### config.mk
export PLATFORM = sky130hd
export DESIGN_NAME = starter_data_fifo
export DESIGN_NICKNAME = d
export VERILOG_FILES = /design/src/rtl/starter_pkg.sv /design/src/rtl/starter_sat_counter.sv /design/src/rtl/starter_data_fifo.sv
export SDC_FILE = /design/constraint.sdc
export NUM_CORES = 1
export LEC_CHECK = 0
export ABC_AREA = 1
export CORE_MARGIN = 4
export CORE_UTILIZATION = 25
export DETAILED_ROUTE_END_ITERATION = 10
export DONT_BUFFER_PORTS = 1
export HOLD_SLACK_MARGIN = 0.08
export SLEW_MARGIN = 20
export SYNTH_ARGS = -nofsm -noshare
export SYNTH_HDL_FRONTEND = slang
export SYNTH_SLANG_ARGS = --single-unit
### constraint.sdc
create_clock -name clk -period 2.7 [get_ports clk]
set_input_delay 0.81 -clock clk [delete_from_list [all_inputs] [get_ports clk]]
set_output_delay 0.81 -clock clk [all_outputs]
set_load 0.1 [all_outputs]
### src/rtl/starter_pkg.sv
// Shared defaults and helpers for the starter stream components.
package starter_pkg;

  localparam int STARTER_DATA_W     = 8;
  localparam int STARTER_FIFO_DEPTH = 16;

  typedef logic [STARTER_DATA_W-1:0] starter_data_t;

  // Occupancy counter width: must hold 0..depth inclusive.
  function automatic int lvl_w(input int depth);
    return $clog2(depth) + 1;
  endfunction

endpackage

### src/rtl/starter_sat_counter.sv
// Saturating up-counter with synchronous clear; clear together with an
// increment restarts the count at 1 so the coincident event is not lost.
module starter_sat_counter #(
  parameter int W = 16
) (
  input  logic         clk,
  input  logic         rst,
  input  logic         clr,
  input  logic         inc,
  output logic [W-1:0] cnt
);

  // Count events, holding at all-ones once saturated.
  always_ff @(posedge clk) begin
    if (rst) begin
      cnt <= '0;
    end else if (clr) begin
      cnt <= inc ? W'(1) : '0;
    end else if (inc && (cnt != '1)) begin
      cnt <= cnt + W'(1);
    end
  end

endmodule

### src/rtl/starter_data_fifo.sv
// First-word-fall-through FIFO bridging a valid-only producer (no
// backpressure) to a valid/ready consumer. Words arriving while full and
// not being drained are dropped and accounted for in overflow/drop_cnt.
module starter_data_fifo
  import starter_pkg::*;
#(
  parameter int DATA_W    = STARTER_DATA_W,
  parameter int DEPTH     = STARTER_FIFO_DEPTH,
  parameter int AFULL_LVL = 12,
  parameter int CNT_W     = 16
) (
  input  logic                      clk,
  input  logic                      rst,
  input  logic [DATA_W-1:0]         in_data,
  input  logic                      in_valid,
  output logic [DATA_W-1:0]         out_data,
  output logic                      out_valid,
  input  logic                      out_ready,
  output logic [lvl_w(DEPTH)-1:0]   level,
  output logic                      almost_full,
  output logic                      overflow,
  output logic [CNT_W-1:0]          drop_cnt,
  input  logic                      clr_stats
);

  localparam int PTR_W = $clog2(DEPTH);
  localparam int LVL_W = lvl_w(DEPTH);

  logic [DATA_W-1:0] mem [DEPTH];
  logic [PTR_W-1:0]  wr_ptr;
  logic [PTR_W-1:0]  rd_ptr;
  logic              pop;
  logic              push;
  logic              drop;
  logic [LVL_W-1:0]  level_nxt;

  // Handshake decode and next occupancy; a pop frees a slot for a push
  // in the same cycle, so a full FIFO being drained never drops.
  always_comb begin
    pop       = out_valid & out_ready;
    push      = in_valid & ((level < LVL_W'(DEPTH)) | pop);
    drop      = in_valid & ~push;
    level_nxt = level;
    if (push && !pop) begin
      level_nxt = level + LVL_W'(1);
    end else if (pop && !push) begin
      level_nxt = level - LVL_W'(1);
    end
  end

  // Storage write; the array itself is never reset.
  always_ff @(posedge clk) begin
    if (!rst && push) begin
      mem[wr_ptr] <= in_data;
    end
  end

  // Pointers, occupancy and flags registered from the next-state level so
  // out_valid/almost_full always agree with level.
  always_ff @(posedge clk) begin
    if (rst) begin
      wr_ptr      <= '0;
      rd_ptr      <= '0;
      level       <= '0;
      out_valid   <= 1'b0;
      almost_full <= 1'b0;
    end else begin
      if (push) wr_ptr <= wr_ptr + PTR_W'(1);
      if (pop)  rd_ptr <= rd_ptr + PTR_W'(1);
      level       <= level_nxt;
      out_valid   <= (level_nxt != '0);
      almost_full <= (level_nxt >= LVL_W'(AFULL_LVL));
    end
  end

  // Sticky loss flag; a drop coinciding with a clear still leaves it set.
  always_ff @(posedge clk) begin
    if (rst) begin
      overflow <= 1'b0;
    end else if (drop) begin
      overflow <= 1'b1;
    end else if (clr_stats) begin
      overflow <= 1'b0;
    end
  end

  assign out_data = out_valid ? mem[rd_ptr] : '0;

  starter_sat_counter #(
    .W (CNT_W)
  ) u_drop_cnt (
    .clk (clk),
    .rst (rst),
    .clr (clr_stats),
    .inc (drop),
    .cnt (drop_cnt)
  );

endmodule

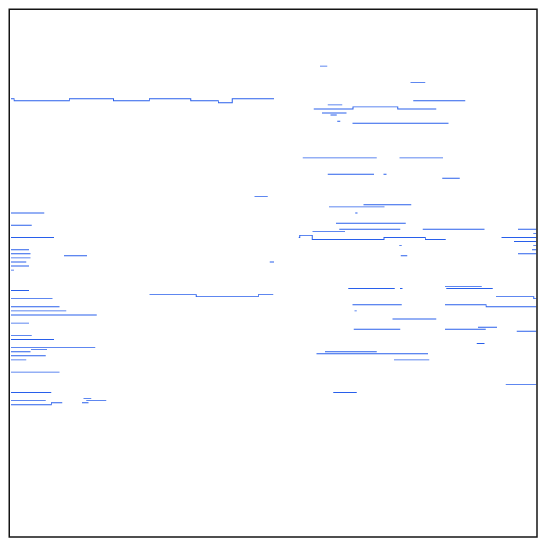
Fig. 1. M3 wires.
Scale: 3 px per um.
64 nets have wire on it. The layer holds 6.2% of the routed length. The layer carries 1,050 um of wire. The longest straight run is 36.8 um. The wires run mostly horizontal.
Total Routed Length: 17,000 um
met3 usage in global routing: 2.76%
total number of vias: 5,048

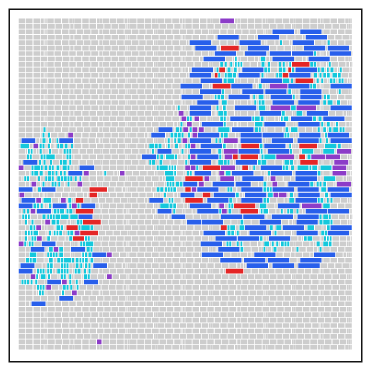
Fig. 2. Cell classes on the final placement.
Scale: 2 px per um. Fill, decap, tap and diode cells in gray.
Key: registers = blue [cells 164, share of their area 55%]; clock drivers and dummy loads = red [cells 32, share of their area 7.1%]; remaining logic cells = cyan [cells 497, share of their area 29%]; remaining buffers and delay cells = purple [cells 66, share of their area 8.9%]

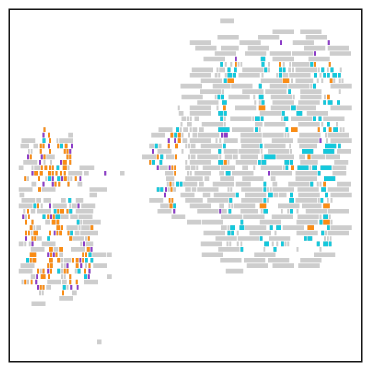
Fig. 3. Selected gate families.
Scale: 2 px per um.
Key: inv cells = purple [cells 54, most used inv_1]; aoi and oai cells = cyan [cells 137, most used o21ai_0]; nand cells = orange [cells 136, most used nand2_1]

==> flow_summary.ini <==
; physical design summary
[pwr]
p_comb_share_pct = 23.2
p_sw_mw = 2.21
p_seq_share_pct = 41.3
p_clk_share_pct = 35.5
netSwitchingFraction_pct = 32.4

[logic_synthesis]
ys_types = 27
yosys_warnings = 0
synth_cells = 688
synth.cell_area_um2 = 7010
xor_area_share_pct = 0.125
top_cells_by_count = nor2_1, edfxtp_1, nand2_1
synth_flops = 164
fp_nets = 709
ys_seq_share_pct = 65.1
adder_share_pct = 1.43

[floorplan]
initCoreUtil_pct = 25.3
core_um2 = 27700
ios = 45
core.rowCount = 61

[worst_setup_path]
endpoint = out_data[7]
worst-r2r-setup-slack_ps = 640
cp_max_fo = 11
reg2regPathDepth = 7
cp_top_family = buffers and inverters
cp_num_cells = 7
r2r-end = mem[14][5]
cp.required_ps = 1890
timing.rr.start = out_valid
arrival_ps = 2020
slowest_stage = dfxtp_4
worst-path-buf-inv = 3

[outcome]
status = finished, violations left
violations = setup timing

[final_timing]
slew_viol_final = 0
worst_slack_ps = -127
fmax_mhz = 354
finalSetupViolations = 8
rsz0062_at_grt = true
fin_crit_ps = 2830
fin_worst_skew_ps = 11.4
tns_ps = -507

[cts]
clk_path_buf_depth = 2
cts_tree = yes
path_clk_slew_ps = 70
ctsResizeCount = 21
cts_buffers = 17
tritoncts_num_sinks = 164
cts_setup_buffers = 1

[place]
place_inst = 1099
place_ws_ps = 300
dp_hpwl_um = 10800

[route]
vias_per_cell = 4.44

[layout]
synthToLayoutAreaGrowth_pct = 26.1
top_register = mem
finalNonFillerCells = 1137
mostFrequentLayoutCells = nor2_1, edfxtp_1, nand2_1, o21ai_0, inv_1
drive_above_1_share_pct = 17.0
largest_register_ffs = 128

[worst_hold_path]
holdPathEnd = level[2]
hp-start = rst

[grt]
grt_antenna_before_repair = 0
grt_pass1_wl_um = 26100
grt_max_degree = 27
power groups by stage:
stage,clock network (mW),registers [mW],logic (mW)
after floorplan,0,3.03,0.870
after global placement,0,2.87,1.44
after detailed placement,0,2.87,1.45
after CTS,2.47,2.82,1.55
after global routing,2.59,2.82,1.68
final,2.42,2.82,1.58
routing by layer:
metal | wire length [um] | vias to the layer above | GRT usage, %
li1 | - | 2482 | -
met1 | 7650 | 2426 | 14.5
met2 | 8120 | 126 | 17.5
met3 | 1050 | 14 | 2.76
met4 | 189 | 0 | 4.06
met5 | 0 | - | 0
cell type report:
cell class                      instances  area [um^2]
Clock buffer                           17          425
Clock inverter                         15          166
Fill cell                            2799        18900
Inverter                               54          205
Multi-Input combinational cell        443         2250
Sequential cell                       164         4570
Tap cell                              378          473
Timing Repair Buffer                   66          748
No activity file was given, so power comes from the tool's default toggle rates.
